**Run 1: pin map**

The bar under the picture is 20 um long. Pins as bars across the die edge, other pins in gray.
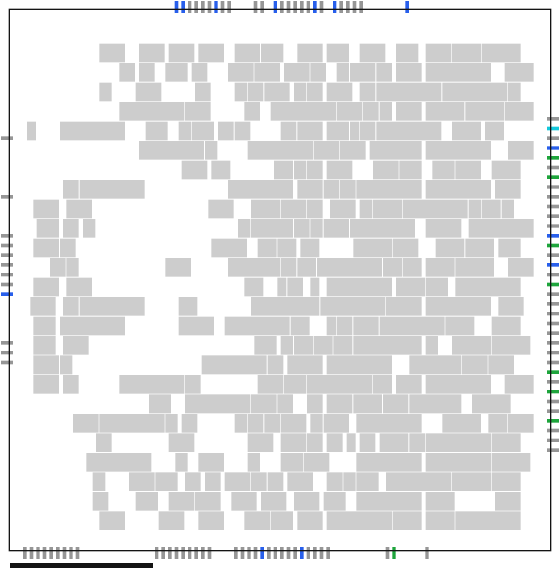
**Run 1: local utilization**

8 x 8 tiles, from white (low) to dark blue (high), 0 to 100% covered.
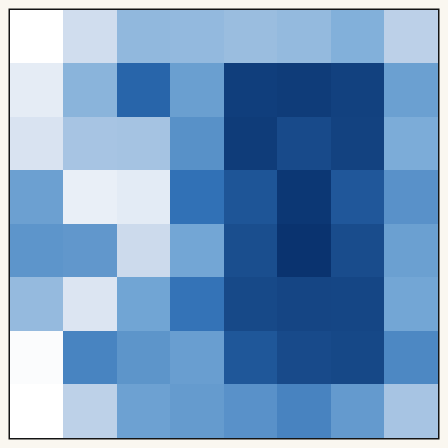
**Run 1: zoomed window**

Region (47, 47) to (67, 67) um. Cells in gray, sequential cells in the stronger gray; small squares are vias.
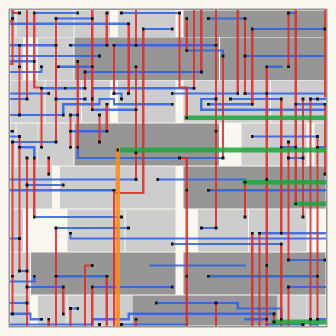
$ cat config.mk
export PLATFORM = sky130hd
export DESIGN_NAME = fpga_robots_tm_arbiter
export DESIGN_NICKNAME = d
export VERILOG_FILES = /design/src/rtl/fpga_robots_tm_arbiter.sv
export SDC_FILE = /design/constraint.sdc
export NUM_CORES = 1
export LEC_CHECK = 0
export CORE_MARGIN = 2
export CORE_UTILIZATION = 40
export CTS_BUF_LIST = sky130_fd_sc_hd__clkbuf_8
export DETAILED_ROUTE_END_ITERATION = 6
export HOLD_SLACK_MARGIN = 0.1
export PLACE_DENSITY = 0.89
export SYNTH_ARGS = -nofsm -noshare
export SYNTH_HDL_FRONTEND = slang
export SYNTH_SLANG_ARGS = --single-unit
$ cat constraint.sdc
create_clock -name clk -period 1.39 [get_ports clk]
set_input_delay 0.2085 -clock clk [delete_from_list [all_inputs] [get_ports clk]]
set_output_delay 0.2085 -clock clk [all_outputs]
set_load 0.02 [all_outputs]
$ cat src/rtl/fpga_robots_tm_arbiter.sv
// fpga_robots_tm_arbiter
//
// Shares the single tile map memory port between game play logic (port A)
// and the host/debug path (port B). At most one access is granted per clock.
// Ties are broken round-robin. Read data returns a fixed two cycles after the
// grant. An optional fill engine writes one value to every tile map address
// from 0 up to CLR_LAST. The fill engine is built only when the macro
// FPGA_ROBOTS_TMARB_CLEAR_EN is defined.
//
// Handshake: x_req is held with x_adr/x_wen/x_wrt stable until x_gnt is seen
// high at the end of a cycle. x_gnt is combinational. A request still high in
// the cycle after its grant is treated as a new access.
//
// Ports
//   clk, rst          clock, asynchronous active-high reset
//   a_* / b_*         requester ports: req, adr, wen, wrt in; gnt, rvl, rdt out
//   clr_stb, clr_val  fill start pulse and fill value
//   clr_busy          fill in progress
//   m_adr/m_wen/m_wrt registered memory command
//   m_red             memory read data, valid one cycle after m_adr
module fpga_robots_tm_arbiter #(
  parameter int TM_AW = 13,
  parameter int TM_DW = 8,
  parameter logic [TM_AW-1:0] CLR_LAST = 13'h1FFF
) (
  input  logic             clk,
  input  logic             rst,
  input  logic             a_req,
  input  logic [TM_AW-1:0] a_adr,
  input  logic             a_wen,
  input  logic [TM_DW-1:0] a_wrt,
  output logic             a_gnt,
  output logic             a_rvl,
  output logic [TM_DW-1:0] a_rdt,
  input  logic             b_req,
  input  logic [TM_AW-1:0] b_adr,
  input  logic             b_wen,
  input  logic [TM_DW-1:0] b_wrt,
  output logic             b_gnt,
  output logic             b_rvl,
  output logic [TM_DW-1:0] b_rdt,
  input  logic             clr_stb,
  input  logic [TM_DW-1:0] clr_val,
  output logic             clr_busy,
  output logic [TM_AW-1:0] m_adr,
  output logic             m_wen,
  output logic [TM_DW-1:0] m_wrt,
  input  logic [TM_DW-1:0] m_red
);

  logic             fill_start;  // fill accepted this cycle
  logic             fill_act;    // fill issues a write this cycle
  logic [TM_AW-1:0] fill_cnt;
  logic [TM_DW-1:0] fill_val;

`ifdef FPGA_ROBOTS_TMARB_CLEAR_EN
  typedef enum logic {S_IDLE, S_FILL} fill_state_t;
  fill_state_t fill_state;

  assign fill_start = (fill_state == S_IDLE) && clr_stb;
  assign fill_act   = (fill_state == S_FILL);
  assign clr_busy   = fill_act;

  always_ff @(posedge clk or posedge rst) begin
    if (rst) begin
      fill_state <= S_IDLE;
      fill_cnt   <= '0;
      fill_val   <= '0;
    end else begin
      case (fill_state)
        S_IDLE: begin
          if (clr_stb) begin
            fill_state <= S_FILL;
            fill_cnt   <= '0;
            fill_val   <= clr_val;
          end
        end
        S_FILL: begin
          // Stop on the last address instead of wrapping the counter.
          if (fill_cnt == CLR_LAST) begin
            fill_state <= S_IDLE;
          end else begin
            fill_cnt <= fill_cnt + 1'b1;
          end
        end
        default: fill_state <= S_IDLE;
      endcase
    end
  end
`else
  logic unused_clr;
  assign unused_clr = ^{clr_stb, clr_val};
  assign fill_start = 1'b0;
  assign fill_act   = 1'b0;
  assign fill_cnt   = '0;
  assign fill_val   = '0;
  assign clr_busy   = 1'b0;
`endif

  // last_b high means B received the most recent grant; A wins the next tie.
  logic last_b;
  logic arb_ok;

  // A fill starting this cycle takes the memory port, so nothing is granted.
  assign arb_ok = !clr_busy && !fill_start;
  assign a_gnt  = arb_ok && a_req && (!b_req || last_b);
  assign b_gnt  = arb_ok && b_req && (!a_req || !last_b);

  // Read tag: one entry follows each granted read to the cycle where m_red
  // holds its data.
  logic tag_vld;
  logic tag_b;
  logic [TM_DW-1:0] a_hold;
  logic [TM_DW-1:0] b_hold;

  always_ff @(posedge clk or posedge rst) begin
    if (rst) begin
      m_adr   <= '0;
      m_wen   <= 1'b0;
      m_wrt   <= '0;
      last_b  <= 1'b1;
      tag_vld <= 1'b0;
      tag_b   <= 1'b0;
      a_rvl   <= 1'b0;
      b_rvl   <= 1'b0;
      a_hold  <= '0;
      b_hold  <= '0;
    end else begin
      tag_vld <= (a_gnt && !a_wen) || (b_gnt && !b_wen);
      tag_b   <= b_gnt;
      a_rvl   <= tag_vld && !tag_b;
      b_rvl   <= tag_vld && tag_b;
      if (a_rvl) a_hold <= m_red;
      if (b_rvl) b_hold <= m_red;

      if (fill_act) begin
        m_adr <= fill_cnt;
        m_wen <= 1'b1;
        m_wrt <= fill_val;
      end else if (a_gnt) begin
        m_adr  <= a_adr;
        m_wen  <= a_wen;
        m_wrt  <= a_wrt;
        last_b <= 1'b0;
      end else if (b_gnt) begin
        m_adr  <= b_adr;
        m_wen  <= b_wen;
        m_wrt  <= b_wrt;
        last_b <= 1'b1;
      end else begin
        m_wen <= 1'b0;
      end
    end
  end

  // m_red carries the data in the pulse cycle itself; the hold registers keep
  // the last value between pulses.
  assign a_rdt = a_rvl ? m_red : a_hold;
  assign b_rdt = b_rvl ? m_red : b_hold;

endmodule

==> run summary, run 1 <==
Synth Area in XOR/XNOR: 0
Final Max Tran Viols: 0
final instance area: 3310 um^2
CTS H-tree lvls: 2
Post-Syn Area: 2040 um^2
status: finished, violations left
largest buffer count on any clock path: 2
post-synthesis sequential area ratio: 0.529
failing checks: negative setup slack
pre-CTS WS: -402 ps
post-DP HPWL: 3.98 mm
All-Layer GR Usage: 0.197
mux share: 0.192
total congestion overflow: 0
DR WL/cell: 17.6 um
cell family with most CP delay: flip-flops
critical path arrival: 1360 ps
max layer used: met4
hold crit path type: input pin to async pin
endpoints failing setup: 18
setup slack after layout: -180 ps
## Picture notes: 'pin map'
[`clk`] cyan | pins: 1 | direction: input | edge: right
[`m_adr`] blue | pins: 13 | direction: output | edge: 7 top, 3 right, 2 bottom, 1 left
[`b_rdt`] green | pins: 8 | direction: output | edge: 7 right, 1 bottom
all pins by edge: 36 bottom, 35 right, 25 top, 12 left

## Picture notes: 'local utilization'
densest ninth of the die: right middle
nearly empty tiles: 4.7%
mean over tiles: 57%
tiles over 75% full: 30%
Core Box Area: 4820 um^2
Init Core Util: 0.423
final core occ: 0.687

## Picture notes: 'zoomed window'
[metal 4] orange
[metal 1] blue
[metal 3] green
[metal 2] red
netlist names of flops here include: `a_hold` (3), `b_hold` (3), `m_adr` (2)
sequential cells in the window: 8
most frequent: dfrtp_1 (8), clkdlybuf4s50_1 (6), a31oi_1 (3)
cells with their middle in the window: 31

## run 1: report_power, final
part	switching [uW]	internal, uW	total [uW]
Sequential	101	1480	1580
Clock	435	350	784
Combinational	776	836	1610
Total	1310	2670	3980
## run 1: sequential cells by signal, summed over array words and instances (netlist names)
signal   cells
m_adr       13
a_hold       8
b_hold       8
m_wrt        8
a_rvl        1
b_rvl        1
last_b       1
m_wen        1
tag_b        1
tag_vld      1
## run 1: what timing repair did
action                                  in CTS  in global routing
endpoints found under the setup margin      42                 20
resized                                    119                 29
hold endpoints to repair                     0                  0
hold buffers                                 0                  0
cloned                                       1                  0
buffers inserted                             1                  7
## run 1: worst paths after layout
check                      depth (start not counted)       end  startpoint  slack (ps)
max in group asynchronous                          3     b_rvl         rst         760
hold reg to reg                                    1     a_rvl       tag_b         430
setup reg to reg                                   6     m_wen      last_b          70
hold / removal                                     2     tag_b         rst         210
min in group clk                                   3   tag_vld       a_req         240
setup / recovery                                   3  b_rdt[0]       b_rvl        -180
## run 1: cells by family (layout without fill, tap and decap cells)
group | Yosys count | in the layout
compound gates | 46 | 46
buf+inv | 22 | 131
flops | 43 | 43
mux | 37 | 37
other cells | 1 | 1
simple gates | 25 | 25
## run 1: cells in the mapped netlist (all sizes together)
cell / count / share of area
a21boi: 1 / 0.0037
a22o: 1 / 0.0043
a31oi: 21 / 0.064
and2: 1 / 0.0031
and3: 21 / 0.064
buf: 13 / 0.055
clkbuf: 4 / 0.0086
conb: 1 / 0.0018
dfrtp: 42 / 0.52
dfstp: 1 / 0.013
inv: 5 / 0.0092
mux2: 16 / 0.088
mux2i: 21 / 0.10
nand2: 2 / 0.0049
nor2b: 1 / 0.0031
o21ai: 22 / 0.054
o22ai: 1 / 0.0031
## run 1: per-layer routing
metal | up-vias | GRT usage
met5 | - | 0
met4 | 0 | 0.0468
met3 | 2 | 0.0608
met2 | 63 | 0.356
met1 | 914 | 0.228
li1 | 852 | -
## run 1: metrics by stage
| step | hold slack, ps | power (uW) |
|---|---|---|
| floorplan | 298 | 2330 |
| global placement | 406 | 3030 |
| detailed placement | 406 | 3080 |
| CTS | 206 | 3770 |
| global route | 231 | 4160 |
| finish | 211 | 3980 |
## run 1: layout make-up
type	instances	area (um^2)	area share
Inverter	5	18.8	0.00567
Clock inverter	3	20.0	0.00605
Clock buffer	5	68.8	0.0208
Tap cell	67	83.8	0.0253
Sequential cell	43	1080	0.326
Multi-Input combinational cell	109	867	0.262
Timing Repair Buffer	118	1170	0.354
## Run 2: what changed since run 1
--- a/config.mk
+++ b/config.mk
@@ -11,6 +11,7 @@
 export DETAILED_ROUTE_END_ITERATION = 6
 export HOLD_SLACK_MARGIN = 0.1
 export PLACE_DENSITY = 0.89
+export SLEW_MARGIN = 25
 export SYNTH_ARGS = -nofsm -noshare
 export SYNTH_HDL_FRONTEND = slang
 export SYNTH_SLANG_ARGS = --single-unit
**Run 2: sizing map**

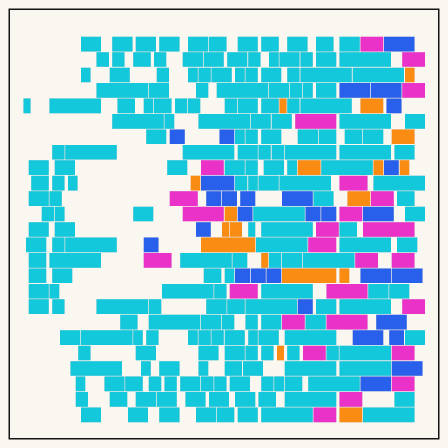
[_6 and larger] magenta | cells: 26
[_2 cells] orange | cells: 18
[_0 and _1 cells] cyan | cells: 210
[_3 and _4 cells] blue | cells: 29

==> run 2 against run 1 <==
The run still ends with negative setup slack left; synthesized cell count stayed put; final cell count is the same; register-to-register slack is essentially flat; clock skew is the same.
==> run summary, run 2 <==
DR WL/cell: 17.6 um (unchanged)
largest buffer count on any clock path: 2 (unchanged)
hold crit path type: input pin to async pin (unchanged)
worst hold slack: 211 ps (unchanged)
CTS H-tree lvls: 2 (unchanged)
status: finished, violations left (unchanged)
Final Max Tran Viols: 0 (unchanged)
cell family with most CP delay: flip-flops (unchanged)
Core Box Area: 4820 um^2 (unchanged)
Async SR Flop Fraction: 1.00 (unchanged)
max FFs per register: 13 (unchanged)
setup slack after layout: -180 ps (unchanged)
Routed WL: 6.17 mm (unchanged)
Synth area leader: dfrtp_1 (unchanged)
max layer used: met4 (unchanged)
Gate Area: 867 um^2 (unchanged)
Synth top cells by count: dfrtp_1 (42), a31oi_1 (21), and3_1 (21), mux2i_1 (21), o21ai_1 (21) (unchanged)
number of enable flip-flop cells: 0 (unchanged)
Reg with most FFs: m_adr (unchanged)
yosys aoi share: 0.130 (unchanged)
top_reg_cell synth: dfrtp_1 (unchanged)
failing checks: negative setup slack (unchanged)
critical path arrival: 1360 ps (about the same)
total congestion overflow: 0 (unchanged)
post-synthesis sequential area ratio: 0.529 (unchanged)
Post-Syn Area: 2040 um^2 (unchanged)
biggest area cells: dfrtp_1 (52%), mux2i_1 (10%), mux2_2 (8.8%), a31oi_1 (6.4%), and3_1 (6.4%) (unchanged)
pre-CTS WS: -402 ps (unchanged)
antenna diode count: 0 (unchanged)
Init Core Util: 0.423 (unchanged)
Ports: 108 (unchanged)
endpoints failing setup: 18 (unchanged)
mux share: 0.192 (unchanged)
post-DP HPWL: 3.98 mm (unchanged)
reg2reg setup slack: 70 ps (about the same)
**Run 2: pin map**

The bar under the picture is 20 um long. Pins as bars across the die edge, other pins in gray.
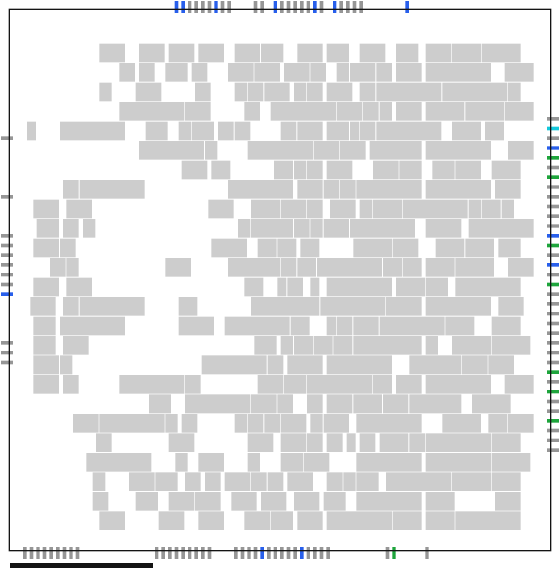
[`clk`] cyan | pins: 1 | direction: input | edge: right
[`m_adr`] blue | pins: 13 | direction: output | edge: 7 top, 3 right, 2 bottom, 1 left
[`b_rdt`] green | pins: 8 | direction: output | edge: 7 right, 1 bottom
all pins by edge: 36 bottom, 35 right, 25 top, 12 left

==> run 2: cell counts after synthesis <==
Identical to the previous run, type by type.
==> run 2: power by group <==
part / total [uW] / leakage (uW) / switching (uW) / internal [uW]
Combinational: 1610 / 0.00101 / 776 / 836
Clock: 784 / 0.0000402 / 435 / 350
Sequential: 1580 / 0.000509 / 101 / 1480
==> run 2: layout make-up <==
| cell class | count | share of cell area |
|---|---|---|
| timing repair buffer | 118 | 0.354 |
| sequential | 43 | 0.326 |
| multi-input combinational | 109 | 0.262 |
| tap | 67 | 0.0253 |
| clock buffer | 5 | 0.0208 |
| clock inverter | 3 | 0.00605 |
| inverter | 5 | 0.00567 |
==> run 2: worst register-to-register path, delay by kind of cell, from the launching register on <==
kind | cells | cell delay, ps
AOI/OAI and AO/OA | 1 | 230
and+or+nand+nor | 2 | 140
buffers and inverters | 3 | 300
DFF | 1 | 560
==> run 2: metal layers <==
metal / vias to the layer above / global-route usage
met3: 2 / 0.0608
met5: - / 0
li1: 852 / -
met1: 914 / 0.228
met2: 63 / 0.356
met4: 0 / 0.0468
==> run 2: what timing repair did <==
action                     in CTS  in global routing
buffers inserted                1                  7
resized                       119                 29
hold buffers                    0                  0
setup endpoints to repair      42                 20
cloned                          1                  0
==> run 2: kinds of logic (layout without fill, tap and decap cells) <==
family,Yosys count,after routing
AND-OR/OR-AND,46,46
flip-flops,43,43
multiplexers,37,37
AND/OR/NAND/NOR,25,25
buffers and inverters,22,131
other,1,1
==> run 2: final timing paths <==
kind                       cells past startpoint  startpoint  endpoint
max reg2reg                                    6      last_b     m_wen
max                                            3       b_rvl  b_rdt[0]
min                                            2         rst     tag_b
max in group asynchronous                      3         rst     b_rvl
min reg2reg                                    1       tag_b     a_rvl
min in group clk                               3       a_req   tag_vld
==> run 2: stage by stage <==
stage / TNS, ps / std cells / cell area, um^2 / power [uW] / utilization
floorplan: 0 / 174 / 2040 / 2330 / -
global placement: -4730 / 333 / 3100 / 3030 / 0.643
detailed placement: -5820 / 333 / 3100 / 3080 / 0.643
CTS: -2450 / 343 / 3170 / 3770 / 0.658
global route: -3000 / 350 / 3310 / 4160 / 0.687
finish: -2260 / 350 / 3310 / 3980 / 0.687
**Run 2: zoomed window**

Region (47, 47) to (67, 67) um. Cells in gray, sequential cells in the stronger gray; small squares are vias.
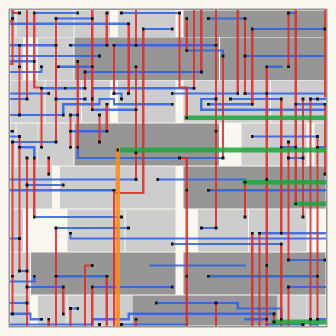

## Run 3: what changed since run 2
--- a/config.mk
+++ b/config.mk
@@ -5,12 +5,13 @@
 export SDC_FILE = /design/constraint.sdc
 export NUM_CORES = 1
 export LEC_CHECK = 0
+export ABC_AREA = 1
 export CORE_MARGIN = 2
-export CORE_UTILIZATION = 40
+export CORE_UTILIZATION = 41
 export CTS_BUF_LIST = sky130_fd_sc_hd__clkbuf_8
 export DETAILED_ROUTE_END_ITERATION = 6
 export HOLD_SLACK_MARGIN = 0.1
-export PLACE_DENSITY = 0.89
+export PLACE_DENSITY = 0.9
 export SLEW_MARGIN = 25
 export SYNTH_ARGS = -nofsm -noshare
 export SYNTH_HDL_FRONTEND = slang
**Run 3: zoomed window**

Region (47, 47) to (67, 67) um. Cells in gray, sequential cells in the stronger gray; small squares are vias.
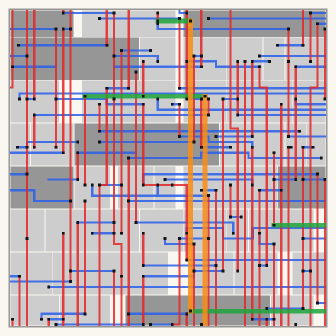
[metal 3] green
[metal 4] orange
[metal 1] blue
[metal 2] red
netlist names of flops here include: `a_hold` (3), `b_hold` (1)
most frequent: buf_4 (9), o21ai_4 (5), inv_1 (5)
sequential cells in the window: 4
cells with their middle in the window: 37

==> run 3 against run 2 <==
First-iteration DRC count is 120% higher; total power increased by 15%; the run still ends with negative setup slack left; flip-flop count is the same; wire length is 31% higher.
==> run summary, run 3 <==
most frequent logic cells in the routed design: nand2_1 (72), nand3_1 (63), clkdlybuf4s50_1 (53) (was clkdlybuf4s50_1 (54), dfrtp_1 (41), dlygate4sd2_1 (22))
vias in the first global route: 2434 (was 1695)
Routed WL: 8.11 mm (was 6.17 mm)
fin cells: 484 (was 350)
Init Core Util: 0.434 (was 0.423)
hold_buf cts: 0 (unchanged)
post-DP HPWL: 4.56 mm (was 3.98 mm)
status: finished, violations left (unchanged)
Cell Area, Placed: 3300 um^2 (was 3100 um^2)
placed cell count: 455 (was 333)
crit path cell chain: buf_6 > nand2_1 > o21ai_1 > buf_4 (was clkbuf_16 > mux2_2 > buf_6)
critical path arrival: 1360 ps (about the same)
Ports: 108 (unchanged)
Synth area leader: dfrtp_1 (unchanged)
Core Box Area: 4820 um^2 (unchanged)
number of enable flip-flop cells: 0 (unchanged)
failing checks: negative setup slack (unchanged)
post-synthesis sequential area ratio: 0.516 (was 0.529)
Async SR Flop Fraction: 1.00 (unchanged)
antenna diode count: 0 (unchanged)
Sum Neg Setup Slack: -1190 ps (was -2260 ps)
final instance area: 3830 um^2 (was 3310 um^2)
Post-synth regs: 43 (unchanged)
CTS H-tree lvls: 2 (unchanged)
endpoints failing setup: 17 (was 18)
pre-CTS WS: -441 ps (was -402 ps)
top_reg_cell synth: dfrtp_1 (unchanged)
Top-area cell share: 0.503 (was 0.516)
Rows: 25 (unchanged)
Worst setup SP type: flip-flop (unchanged)
largest buffer count on any clock path: 2 (unchanged)
Final Max Tran Viols: 0 (unchanged)
DR WL/cell: 16.7 um (was 17.6 um)
biggest area cells: dfrtp_1 (50%), nand2_1 (16%), nand3_1 (15%), inv_1 (7.9%), o21ai_0 (4.3%) (was dfrtp_1 (52%), mux2i_1 (10%), mux2_2 (8.8%), a31oi_1 (6.4%), and3_1 (6.4%))
max FFs per register: 13 (unchanged)
most frequent cell after synthesis: nand2_1 (was dfrtp_1)
setup slack after layout: -177 ps (was -180 ps)
worst hold slack: 222 ps (was 211 ps)
hold crit path type: input pin to async pin (unchanged)
Post-Syn Area: 2090 um^2 (was 2040 um^2)
Synth top cells by count: nand2_1 (87), nand3_1 (63), inv_1 (44) (was dfrtp_1 (42), a31oi_1 (21), and3_1 (21), mux2i_1 (21), o21ai_1 (21))
total congestion overflow: 0 (unchanged)
All-Layer GR Usage: 0.265 (was 0.197)
**Run 3: pin map**

The bar under the picture is 20 um long. Pins as bars across the die edge, other pins in gray.
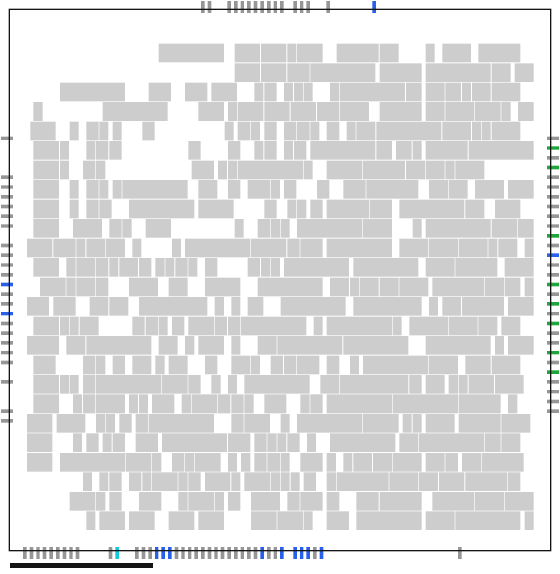
[`m_adr`] blue | pins: 13 | direction: output | edge: 9 bottom, 2 left, 1 top, 1 right
[`b_rdt`] green | pins: 8 | direction: output | edge: right
[`clk`] cyan | pins: 1 | direction: input | edge: bottom
all pins by edge: 40 bottom, 29 right, 23 left, 16 top

-- run 3: netlist changes by cell type after synthesis, sizes merged, moves of 3 or more --
cell and change:
and3 -21, mux2i -21, nand2 +86, nand3 +63
inv +39, a31oi -21, mux2 -16, o21ai -3
-- run 3: stage by stage --
step	total power (uW)	util
2_1_floorplan	2330	-
3_3_place_gp	3220	0.685
3_5_place_dp	3280	0.685
4_1_cts	4270	0.761
5_1_grt	4770	0.796
6_report	4570	0.796
-- run 3: cell families (layout without fill, tap and decap cells) --
| family | after synthesis | in the layout | share of synthesized area |
|---|---|---|---|
| and+or+nand+nor | 152 | 152 | 0.312 |
| DFF | 43 | 43 | 0.516 |
| other | 1 | 1 | 0.00180 |
| AOI/OAI and AO/OA | 19 | 19 | 0.0455 |
| buffers and inverters | 62 | 202 | 0.125 |
-- run 3: layout make-up --
type / instances / area (um^2) / area share
Timing Repair Buffer: 150 / 1420 / 0.370
Sequential cell: 43 / 1080 / 0.282
Multi-Input combinational cell: 172 / 997 / 0.260
Inverter: 44 / 168 / 0.0437
Tap cell: 67 / 83.8 / 0.0219
Clock buffer: 5 / 68.8 / 0.0180
Clock inverter: 3 / 16.3 / 0.00424
-- run 3: power by group --
group,internal (uW),switching (uW)
sequential,1490,128
combinational,1060,1100
clock,345,457
total,2890,1680
-- run 3: worst paths after layout --
check	start	to	slack, ps	cells after the start
worst max-delay path	a_rvl	a_rdt[3]	-180	4
worst min-delay path	rst	m_adr[3]	220	2
worst max register to register	last_b	m_adr[9]	110	5
worst min register to register	tag_b	a_rvl	460	1
max in group asynchronous	rst	b_rvl	720	3
min in group clk	a_req	last_b	460	3
-- run 3: worst max-delay path: cells and delay by family (launching register included) --
family                 cells  cell delay, ps
AND-OR/OR-AND              1             190
buffers and inverters      2             350
flip-flops                 1             450
AND/OR/NAND/NOR            1              70
-- run 3: what timing repair did --
| item | in CTS | in global routing |
|---|---|---|
| pin swaps | 7 | 10 |
| gates resized | 210 | 26 |
| setup endpoints to repair | 42 | 19 |
| setup buffers | 15 | 6 |
-- run 3: per-layer routing --
layer / track usage / vias to the layer above / routed length, um
li1: - / 1133 / -
met1: 0.302 / 1140 / 3110
met2: 0.489 / 121 / 4270
met3: 0.0317 / 23 / 494
met4: 0.125 / 0 / 237
met5: 0 / - / 0
Power figures rest on the tool's default switching activity, not on a simulated workload.
